### src/rtl/inst_encoder.sv
// inst_encoder: streaming RV32I instruction assembler. Packs decoded fields into a
// 32-bit word through a two-stage valid/ready pipeline and flags unrepresentable immediates.
module inst_encoder #(
    parameter int CNT_W = 16
) (
    input  logic             clk,
    input  logic             rst,
    input  logic             in_valid,
    output logic             in_ready,
    input  logic [2:0]       imm_sel,
    input  logic [6:0]       opcode,
    input  logic [4:0]       rd,
    input  logic [4:0]       rs1,
    input  logic [4:0]       rs2,
    input  logic [2:0]       funct3,
    input  logic [6:0]       funct7,
    input  logic [31:0]      imm,
    output logic             out_valid,
    input  logic             out_ready,
    output logic [31:0]      inst,
    output logic             err,
    output logic [CNT_W-1:0] enc_count,
    output logic [CNT_W-1:0] err_count
);

    localparam logic [2:0] SEL_I = 3'b000;
    localparam logic [2:0] SEL_B = 3'b001;
    localparam logic [2:0] SEL_U = 3'b010;
    localparam logic [2:0] SEL_J = 3'b011;
    localparam logic [2:0] SEL_S = 3'b100;
    localparam logic [2:0] SEL_R = 3'b101;

    // An immediate fits when every bit above the format's top bit copies the sign.
    function automatic logic imm_err(input logic [2:0] sel, input logic [31:0] val);
        logic e;
        case (sel)
            SEL_I, SEL_S: e = !((val[31:11] == 21'h0) || (val[31:11] == 21'h1F_FFFF));
            SEL_B:        e = val[0] || !((val[31:12] == 20'h0) || (val[31:12] == 20'hF_FFFF));
            SEL_J:        e = val[0] || !((val[31:20] == 12'h0) || (val[31:20] == 12'hFFF));
            SEL_U:        e = (val[11:0] != 12'h0);
            SEL_R:        e = 1'b0;
            default:      e = 1'b1;
        endcase
        return e;
    endfunction

    // Illegal selects fall back to I packing so the word is still emitted.
    function automatic logic [31:0] pack(
        input logic [2:0]  sel,
        input logic [6:0]  op,
        input logic [4:0]  f_rd,
        input logic [4:0]  f_rs1,
        input logic [4:0]  f_rs2,
        input logic [2:0]  f3,
        input logic [6:0]  f7,
        input logic [31:0] val
    );
        logic [31:0] w;
        case (sel)
            SEL_S:   w = {val[11:5], f_rs2, f_rs1, f3, val[4:0], op};
            SEL_B:   w = {val[12], val[10:5], f_rs2, f_rs1, f3, val[4:1], val[11], op};
            SEL_U:   w = {val[31:12], f_rd, op};
            SEL_J:   w = {val[20], val[10:1], val[11], val[19:12], f_rd, op};
            SEL_R:   w = {f7, f_rs2, f_rs1, f3, f_rd, op};
            default: w = {val[11:0], f_rs1, f3, f_rd, op};
        endcase
        return w;
    endfunction

    logic             s1_valid_r;
    logic [2:0]       s1_sel_r;
    logic [6:0]       s1_opcode_r;
    logic [4:0]       s1_rd_r;
    logic [4:0]       s1_rs1_r;
    logic [4:0]       s1_rs2_r;
    logic [2:0]       s1_funct3_r;
    logic [6:0]       s1_funct7_r;
    logic [31:0]      s1_imm_r;
    logic             s1_err_r;
    logic             s2_valid_r;
    logic [31:0]      inst_r;
    logic             err_r;
    logic [CNT_W-1:0] enc_count_r;
    logic [CNT_W-1:0] err_count_r;
    logic             s1_adv_s;
    logic             in_fire_s;
    logic             out_fire_s;

    assign s1_adv_s   = !s2_valid_r || out_ready;
    assign in_ready   = !s1_valid_r || s1_adv_s;
    assign in_fire_s  = in_valid && in_ready;
    assign out_fire_s = s2_valid_r && out_ready;

    assign out_valid  = s2_valid_r;
    assign inst       = inst_r;
    assign err        = err_r;
    assign enc_count  = enc_count_r;
    assign err_count  = err_count_r;

    // Stage 1: capture input fields and the range check.
    always_ff @(posedge clk) begin
        if (rst) begin
            s1_valid_r  <= 1'b0;
            s1_sel_r    <= 3'b000;
            s1_opcode_r <= 7'h00;
            s1_rd_r     <= 5'h00;
            s1_rs1_r    <= 5'h00;
            s1_rs2_r    <= 5'h00;
            s1_funct3_r <= 3'b000;
            s1_funct7_r <= 7'h00;
            s1_imm_r    <= 32'h0;
            s1_err_r    <= 1'b0;
        end else if (in_ready) begin
            s1_valid_r <= in_valid;
            if (in_fire_s) begin
                s1_sel_r    <= imm_sel;
                s1_opcode_r <= opcode;
                s1_rd_r     <= rd;
                s1_rs1_r    <= rs1;
                s1_rs2_r    <= rs2;
                s1_funct3_r <= funct3;
                s1_funct7_r <= funct7;
                s1_imm_r    <= imm;
                s1_err_r    <= imm_err(imm_sel, imm);
            end
        end
    end

    // Stage 2: assembled word and error flag, held until the consumer takes them.
    always_ff @(posedge clk) begin
        if (rst) begin
            s2_valid_r <= 1'b0;
            inst_r     <= 32'h0;
            err_r      <= 1'b0;
        end else if (s1_adv_s) begin
            s2_valid_r <= s1_valid_r;
            if (s1_valid_r) begin
                inst_r <= pack(s1_sel_r, s1_opcode_r, s1_rd_r, s1_rs1_r, s1_rs2_r,
                               s1_funct3_r, s1_funct7_r, s1_imm_r);
                err_r  <= s1_err_r;
            end
        end
    end

    // Saturating delivery counters; they stop at all-ones instead of wrapping.
    always_ff @(posedge clk) begin
        if (rst) begin
            enc_count_r <= {CNT_W{1'b0}};
            err_count_r <= {CNT_W{1'b0}};
        end else if (out_fire_s) begin
            if (!(&enc_count_r)) begin
                enc_count_r <= enc_count_r + {{(CNT_W-1){1'b0}}, 1'b1};
            end
            if (err_r && !(&err_count_r)) begin
                err_count_r <= err_count_r + {{(CNT_W-1){1'b0}}, 1'b1};
            end
        end
    end

endmodule
### config.mk
export PLATFORM = sky130hd
export DESIGN_NAME = inst_encoder
export DESIGN_NICKNAME = d
export VERILOG_FILES = /design/src/rtl/inst_encoder.sv
export SDC_FILE = /design/constraint.sdc
export NUM_CORES = 1
export LEC_CHECK = 0
export ABC_AREA = 1
export ABC_CLOCK_PERIOD_IN_PS = 1700
export CAP_MARGIN = 0
export CORE_ASPECT_RATIO = 0.8
export CORE_MARGIN = 2
export CORE_UTILIZATION = 25
export CTS_CLUSTER_SIZE = 40
export DETAILED_ROUTE_END_ITERATION = 16
export PLACE_DENSITY = 0.47
export REMOVE_ABC_BUFFERS = 1
export SKIP_CTS_REPAIR_TIMING = 1
export SLEW_MARGIN = 40
export SYNTH_ARGS = -nofsm -noshare
export SYNTH_HDL_FRONTEND = slang
export SYNTH_SLANG_ARGS = --single-unit
### constraint.sdc
create_clock -name clk -period 1.7 [get_ports clk]
set_input_delay 0.34 -clock clk [delete_from_list [all_inputs] [get_ports clk]]
set_output_delay 0.34 -clock clk [all_outputs]
set_load 0.005 [all_outputs]
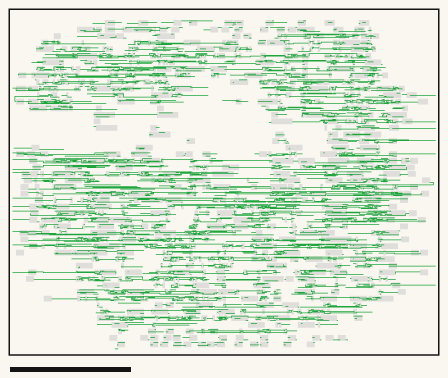
(images/m1.png)
The bar under the picture is 50 um long.
The wires run mostly horizontal. The layer carries 10300 um of wire. The layer holds 53% of the routed length. 1037 nets have wire on it. The longest straight run is 52.4 um.

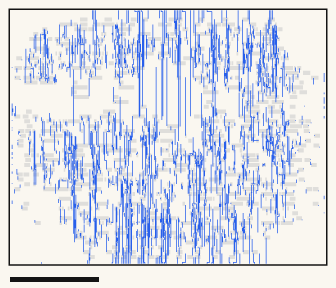
(images/m2.png)
The bar under the picture is 50 um long.
The longest straight run is 59.5 um. 824 nets have wire on it. The layer carries 8210 um of wire.

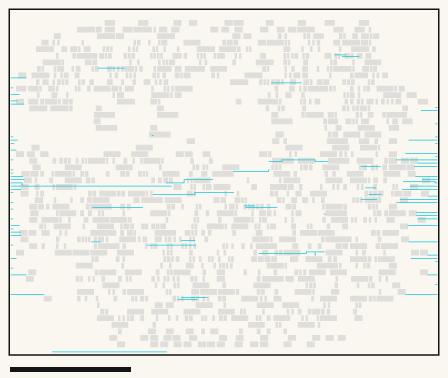
(images/m3.png)
The bar under the picture is 50 um long.
The wires run mostly horizontal. The layer carries 709 um of wire.

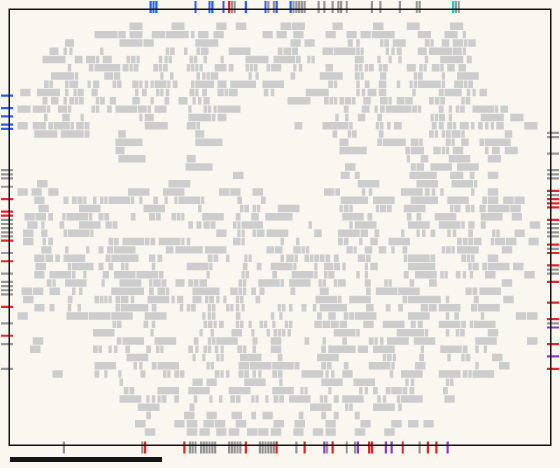
(images/pinout.png)
The bar under the picture is 50 um long. Pins as bars across the die edge, other pins in grey.
Purple marks opcode, pins 7, direction input, edge 5 bottom, 2 right. Cyan marks rst, pins 1, direction input, edge top. Red marks inst, pins 32, direction output, edge 13 right, 11 bottom, 7 left, 1 top. Blue marks err_count, pins 16, direction output, edge 11 top, 5 left.
All pins by edge: 43 bottom, 35 top, 30 right, 30 left.

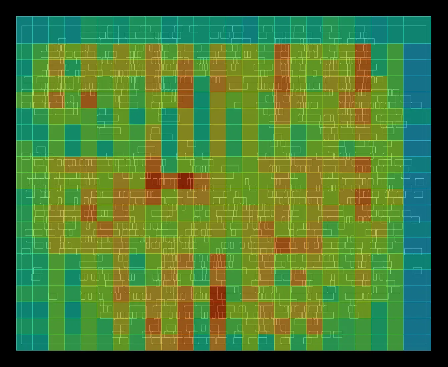
(images/congestion_map.png)
highest-utilization routing layer at the global route stage: met2
core occupancy in the finished layout: 37.5%
met2 routing resource usage after global routing: 22.8%
global routing usage summed across all routing layers: 15.3%

==> metal layers <==
layer | track usage, % | up-vias | part of all wire [%]
li1 | - | 3172 | -
met1 | 22.2 | 2744 | 53
met2 | 22.8 | 107 | 43
met4 | 4.14 | 0 | 0.68
met3 | 3.22 | 7 | 3.7
met5 | 0 | - | 0
==> state kept, by name, summed over array words and instances, names as in the netlist <==
| signal | flops |
|---|---|
| enc_count | 16 |
| s1_valid_r | 1 |
| s1_rd_r | 5 |
| err_count | 16 |
| s1_imm_r | 32 |
| s1_rs2_r | 5 |
| s1_funct3_r | 3 |
| s1_sel_r | 3 |
| s1_err_r | 1 |
| err | 1 |
| s1_funct7_r | 7 |
| s1_rs1_r | 5 |
| s1_opcode_r | 7 |
| inst | 32 |
| out_valid | 1 |
==> run_summary.xml <==
<?xml version="1.0" encoding="UTF-8"?>
<metrics>
  <group name="power">
    <metric name="power_sequential" unit="mW">3.43</metric>
    <metric name="leakage_power" unit="nW">3.75</metric>
    <metric name="combinationalPower" unit="mW">0.955</metric>
    <metric name="power_frac_clock" unit="%">45.8</metric>
  </group>
  <group name="floorplan">
    <metric name="die-height" unit="um">143</metric>
    <metric name="boundaryPins" unit="">138</metric>
    <metric name="initCoreUtil" unit="%">25.6</metric>
  </group>
  <group name="synth">
    <metric name="ys_sh_adder" unit="%">0.416</metric>
    <metric name="ys.warnings.count" unit="">0</metric>
    <metric name="logic_family" unit="">simple AND/OR/NAND/NOR gates</metric>
    <metric name="postSynthSeqShare" unit="%">44.9</metric>
    <metric name="post-synth-top-area-fraction" unit="%">44.9</metric>
  </group>
  <group name="final_timing">
    <metric name="max_freq" unit="MHz">606</metric>
    <metric name="fraction_of_the_cycle_the_final_worst_path_needs" unit="%">97.1</metric>
    <metric name="finalCriticalPeriod" unit="ps">1650</metric>
  </group>
  <group name="cells_and_area">
    <metric name="comb_area_share" unit="%">32.9</metric>
    <metric name="layout.area.comb" unit="sq um">2900</metric>
    <metric name="finish.net_count" unit="">1111</metric>
    <metric name="finalNonFillerCells" unit="">1364</metric>
  </group>
  <group name="worst_setup_path">
    <metric name="critical-path-top-delay-family" unit="">buffers and inverters</metric>
    <metric name="reg2reg_from" unit="">enc_count[1]</metric>
    <metric name="cp_cell_sequence" unit="">clkdlybuf4s50_1</metric>
  </group>
  <group name="flow_run">
    <metric name="log.warning_count" unit="">25</metric>
  </group>
  <group name="grt">
    <metric name="first_global_vias" unit="">5761</metric>
  </group>
  <group name="detailed_routing">
    <metric name="dr_total_vias" unit="">6030</metric>
  </group>
  <group name="outcome">
    <metric name="outcome" unit="">finished clean</metric>
  </group>
  <group name="min_path">
    <metric name="min-delay-path-class" unit="">reg -&gt; reg</metric>
  </group>
</metrics>
No activity file was given, so power comes from the tool's default toggle rates.
